===== src/rtl/adc_seq_pkg.sv =====
`default_nettype none
// +-------------------------------------------------------------------------+
// | adc_seq_pkg - shared types/constants for the ADC scan sequencer  rev 1.0 |
// +-------------------------------------------------------------------------+
package adc_seq_pkg;

   localparam int N_CH   = 8;
   localparam int CH_W   = 3;
   localparam int DATA_W = 12;

   typedef enum logic [1:0] {
      ST_IDLE = 2'd0,
      ST_REQ  = 2'd1,
      ST_ACK  = 2'd2
   } seq_state_t;

   // Index of the least-significant set bit; 0 when the mask is empty.
   function automatic logic [CH_W-1:0] lowest_set(input logic [N_CH-1:0] mask);
      logic [CH_W-1:0] idx;
      idx = '0;
      for (int i = N_CH - 1; i >= 0; i--) begin
         if (mask[i]) begin
            idx = CH_W'(i);
         end
      end
      return idx;
   endfunction

endpackage
`default_nettype wire


===== src/rtl/adc_seq_tick.sv =====
`default_nettype none
// +-------------------------------------------------------------------------+
// | adc_seq_tick - free-running periodic tick, fires at count P-1    rev 1.0 |
// +-------------------------------------------------------------------------+
module adc_seq_tick #(
   parameter int clk_hz  = 25000000,
   parameter int scan_hz = 1000
) (
   input  logic clk,
   input  logic rst_n,
   output logic tick
);

   localparam int P     = (clk_hz / scan_hz < 1) ? 1 : clk_hz / scan_hz;
   localparam int CNT_W = (P > 1) ? $clog2(P) : 1;
   localparam logic [CNT_W-1:0] LAST = CNT_W'(P - 1);

   logic [CNT_W-1:0] cnt;

   always_ff @(posedge clk) begin
      if (!rst_n) begin
         cnt <= '0;
      end else if (cnt == LAST) begin
         cnt <= '0;
      end else begin
         cnt <= cnt + CNT_W'(1);
      end
   end

   assign tick = (cnt == LAST);

endmodule
`default_nettype wire


===== src/rtl/adc_scan_sequencer.sv =====
`default_nettype none
// +-------------------------------------------------------------------------+
// | adc_scan_sequencer - masked channel scan over adc_capture hshake rev 1.0 |
// +-------------------------------------------------------------------------+
module adc_scan_sequencer
   import adc_seq_pkg::*;
#(
   parameter int clk_hz         = 25000000,
   parameter int scan_hz        = 1000,
   parameter int timeout_cycles = 4096
) (
   input  logic              clk,
   input  logic              rst_n,
   input  logic              enable,
   input  logic              start,
   input  logic [N_CH-1:0]   ch_mask,
   output logic              ctl_valid,
   output logic [CH_W-1:0]   address,
   input  logic              adc_ready,
   input  logic [DATA_W-1:0] d_signal,
   output logic              adc_ack,
   output logic              result_valid,
   output logic [CH_W-1:0]   result_ch,
   output logic [DATA_W-1:0] result_data,
   input  logic [CH_W-1:0]   rd_ch,
   output logic [DATA_W-1:0] rd_data,
   output logic              scan_done,
   output logic              busy,
   output logic              timeout_err,
   output logic              overrun_err,
   input  logic              clear_err
);

   localparam int TO_W = $clog2(timeout_cycles + 1);
   localparam logic [TO_W-1:0] TO_MAX  = TO_W'(timeout_cycles);
   localparam logic [TO_W-1:0] TO_LAST = TO_W'(timeout_cycles - 1);

   seq_state_t        state;
   logic [N_CH-1:0]   pend;
   logic [TO_W-1:0]   wait_cnt;
   logic [DATA_W-1:0] bank [N_CH];

   logic              tick;
   logic              trig;
   logic              wait_expired;
   logic              leave;
   logic [N_CH-1:0]   pend_left;

   adc_seq_tick #(
      .clk_hz  (clk_hz),
      .scan_hz (scan_hz)
   ) u_tick (
      .clk   (clk),
      .rst_n (rst_n),
      .tick  (tick)
   );

   // start and tick on the same cycle collapse into one trigger
   assign trig         = start | (tick & enable);
   assign busy         = (state != ST_IDLE);
   assign pend_left    = pend & ~(N_CH'(1) << address);
   assign wait_expired = (wait_cnt == TO_LAST);
   assign rd_data      = bank[rd_ch];

   // Leaving the current channel: normal ACK release, or a timeout in REQ/ACK.
   assign leave = ((state == ST_REQ) && !adc_ready && wait_expired) ||
                  ((state == ST_ACK) && (!adc_ready || wait_expired));

   always_ff @(posedge clk) begin
      if (!rst_n) begin
         state        <= ST_IDLE;
         pend         <= '0;
         wait_cnt     <= '0;
         ctl_valid    <= 1'b0;
         address      <= '0;
         adc_ack      <= 1'b0;
         result_valid <= 1'b0;
         result_ch    <= '0;
         result_data  <= '0;
         scan_done    <= 1'b0;
         timeout_err  <= 1'b0;
         overrun_err  <= 1'b0;
         for (int i = 0; i < N_CH; i++) begin
            bank[i] <= '0;
         end
      end else begin
         result_valid <= 1'b0;
         scan_done    <= 1'b0;

         if (wait_cnt != TO_MAX) begin
            wait_cnt <= wait_cnt + TO_W'(1);
         end

         // set events are assigned later in this block so they beat clear_err
         if (clear_err) begin
            timeout_err <= 1'b0;
            overrun_err <= 1'b0;
         end
         if (trig && busy) begin
            overrun_err <= 1'b1;
         end

         case (state)
            ST_IDLE: begin
               if (trig) begin
                  wait_cnt <= '0;
                  pend     <= ch_mask;
                  if (ch_mask != '0) begin
                     address   <= lowest_set(ch_mask);
                     ctl_valid <= 1'b1;
                     state     <= ST_REQ;
                  end else begin
                     scan_done <= 1'b1;
                  end
               end
            end
            ST_REQ: begin
               if (adc_ready) begin
                  bank[address] <= d_signal;
                  result_valid  <= 1'b1;
                  result_ch     <= address;
                  result_data   <= d_signal;
                  ctl_valid     <= 1'b0;
                  adc_ack       <= 1'b1;
                  pend          <= pend_left;
                  wait_cnt      <= '0;
                  state         <= ST_ACK;
               end else if (wait_expired) begin
                  timeout_err <= 1'b1;
                  ctl_valid   <= 1'b0;
               end
            end
            ST_ACK: begin
               if (adc_ready && wait_expired) begin
                  timeout_err <= 1'b1;
               end
               if (leave) begin
                  adc_ack <= 1'b0;
               end
            end
            default: begin
               state <= ST_IDLE;
            end
         endcase

         // Shared continuation: next pending channel, or end of scan.
         if (leave) begin
            pend     <= pend_left;
            wait_cnt <= '0;
            if (pend_left != '0) begin
               address   <= lowest_set(pend_left);
               ctl_valid <= 1'b1;
               state     <= ST_REQ;
            end else begin
               scan_done <= 1'b1;
               state     <= ST_IDLE;
            end
         end
      end
   end

endmodule
`default_nettype wire


===== config.mk =====
export PLATFORM = sky130hd
export DESIGN_NAME = adc_scan_sequencer
export DESIGN_NICKNAME = d
export VERILOG_FILES = /design/src/rtl/adc_seq_pkg.sv /design/src/rtl/adc_seq_tick.sv /design/src/rtl/adc_scan_sequencer.sv
export SDC_FILE = /design/constraint.sdc
export NUM_CORES = 1
export LEC_CHECK = 0
export ABC_AREA = 0
export CORE_AREA = 2 2 113 137
export CTS_CLUSTER_DIAMETER = 150
export CTS_CLUSTER_SIZE = 8
export DETAILED_ROUTE_END_ITERATION = 16
export DIE_AREA = 0 0 115 139
export GPL_ROUTABILITY_DRIVEN = 1
export MAX_ROUTING_LAYER = met4
export PLACE_DENSITY_LB_ADDON = 0.3
export RECOVER_POWER = 100
export SLEW_MARGIN = 30
export SYNTH_ARGS = -nofsm -noshare
export SYNTH_HDL_FRONTEND = slang
export SYNTH_SLANG_ARGS = --single-unit

===== constraint.sdc =====
create_clock -name clk -period 2.6 [get_ports clk]
set_clock_uncertainty 0.05 [all_clocks]
set_input_delay 0.52 -clock clk [delete_from_list [all_inputs] [get_ports clk]]
set_output_delay 0.52 -clock clk [all_outputs]
set_load 0.01 [all_outputs]

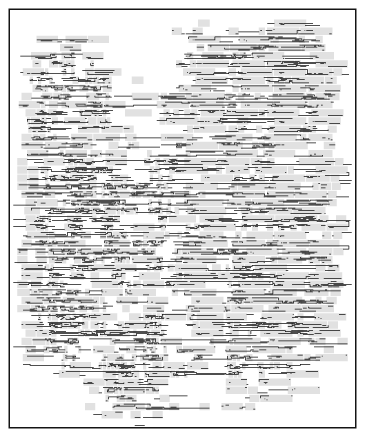
*Signal wires on met1*
Scale: 3 px per µm. Cells faint in the background.
The layer holds 38% of the routed length. 709 nets have wire on it.
DRT Wirelength: 18,200 µm
vias post-DR: 5,264
met1 Use GR: 0.280

==> results.cfg <==
; flow metrics
[run_status]
run_status = complete, no violations

[layout]
clk_share = 0.0610
finalInstanceArea_um2 = 9040
final-comb-area_um2 = 3110
regMostFlops = bank
largest_reg_flops = 96
clkbuf_count = 17
seq_cells = 158
comb_cells = 431

[placement]
pre_cts_ws_ps = -586

[cts]
cts_buffer_depth = 2
clock_latency_ps = 430
cts_root_buf = clkbuf_16

[global_route]
grt_max_degree = 28
grt_pass1_wl_um = 28700
grt_usage = 0.246

[synth]
ys_cells = 640
synthTopCellsByArea = edfxtp_1 39%, dfxtp_1 17%, and2_1 8.2%
ys_ff = 158
topCombFamilyByArea = simple AND/OR/NAND/NOR gates
yosysMostFrequentCell = and2_1
avgSynthCellArea_um2 = 11.7
top_area_frac = 0.385

[pwr]
powerComb_mw = 1.39
power.net_switching_mw = 2.01
pwr-share-clk = 0.346
vdd_drop_max_v = 0.000504

[worst_setup_path]
cp.depth = 5
crit_chain = buf_4, buf_12, mux4_2, mux2_2, dlygate4sd2_1
cp_data_arrival_time_ps = 1970
cp_slowest_cell = mux4_2
setup.worst_path.start = rd_ch[0]

[timing]
maxSlewViolCount = 0
fmaxAchievable_mhz = 394
finalClockPeriodUsage = 0.976
max_slew_margin = 0.535

[route]
wl_met1_um = 6900
wl_met2_um = 9710

[floorplan]
tap-cell-count = 178
rows = 49
core_area_um2 = 14700

[hold_path]
hold_path_end = result_data[4]
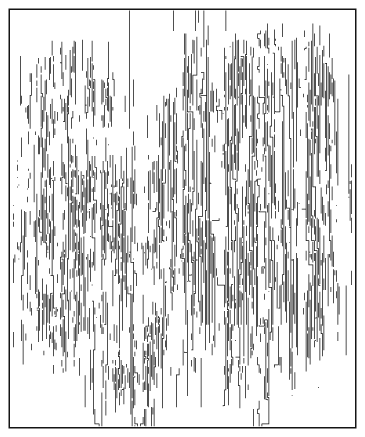
*Met2 routing*
Scale: 3 px per µm.
666 nets have wire on it. The wires run mostly vertical. The layer holds 53% of the routed length.

Power and IR drop assume default switching activity.
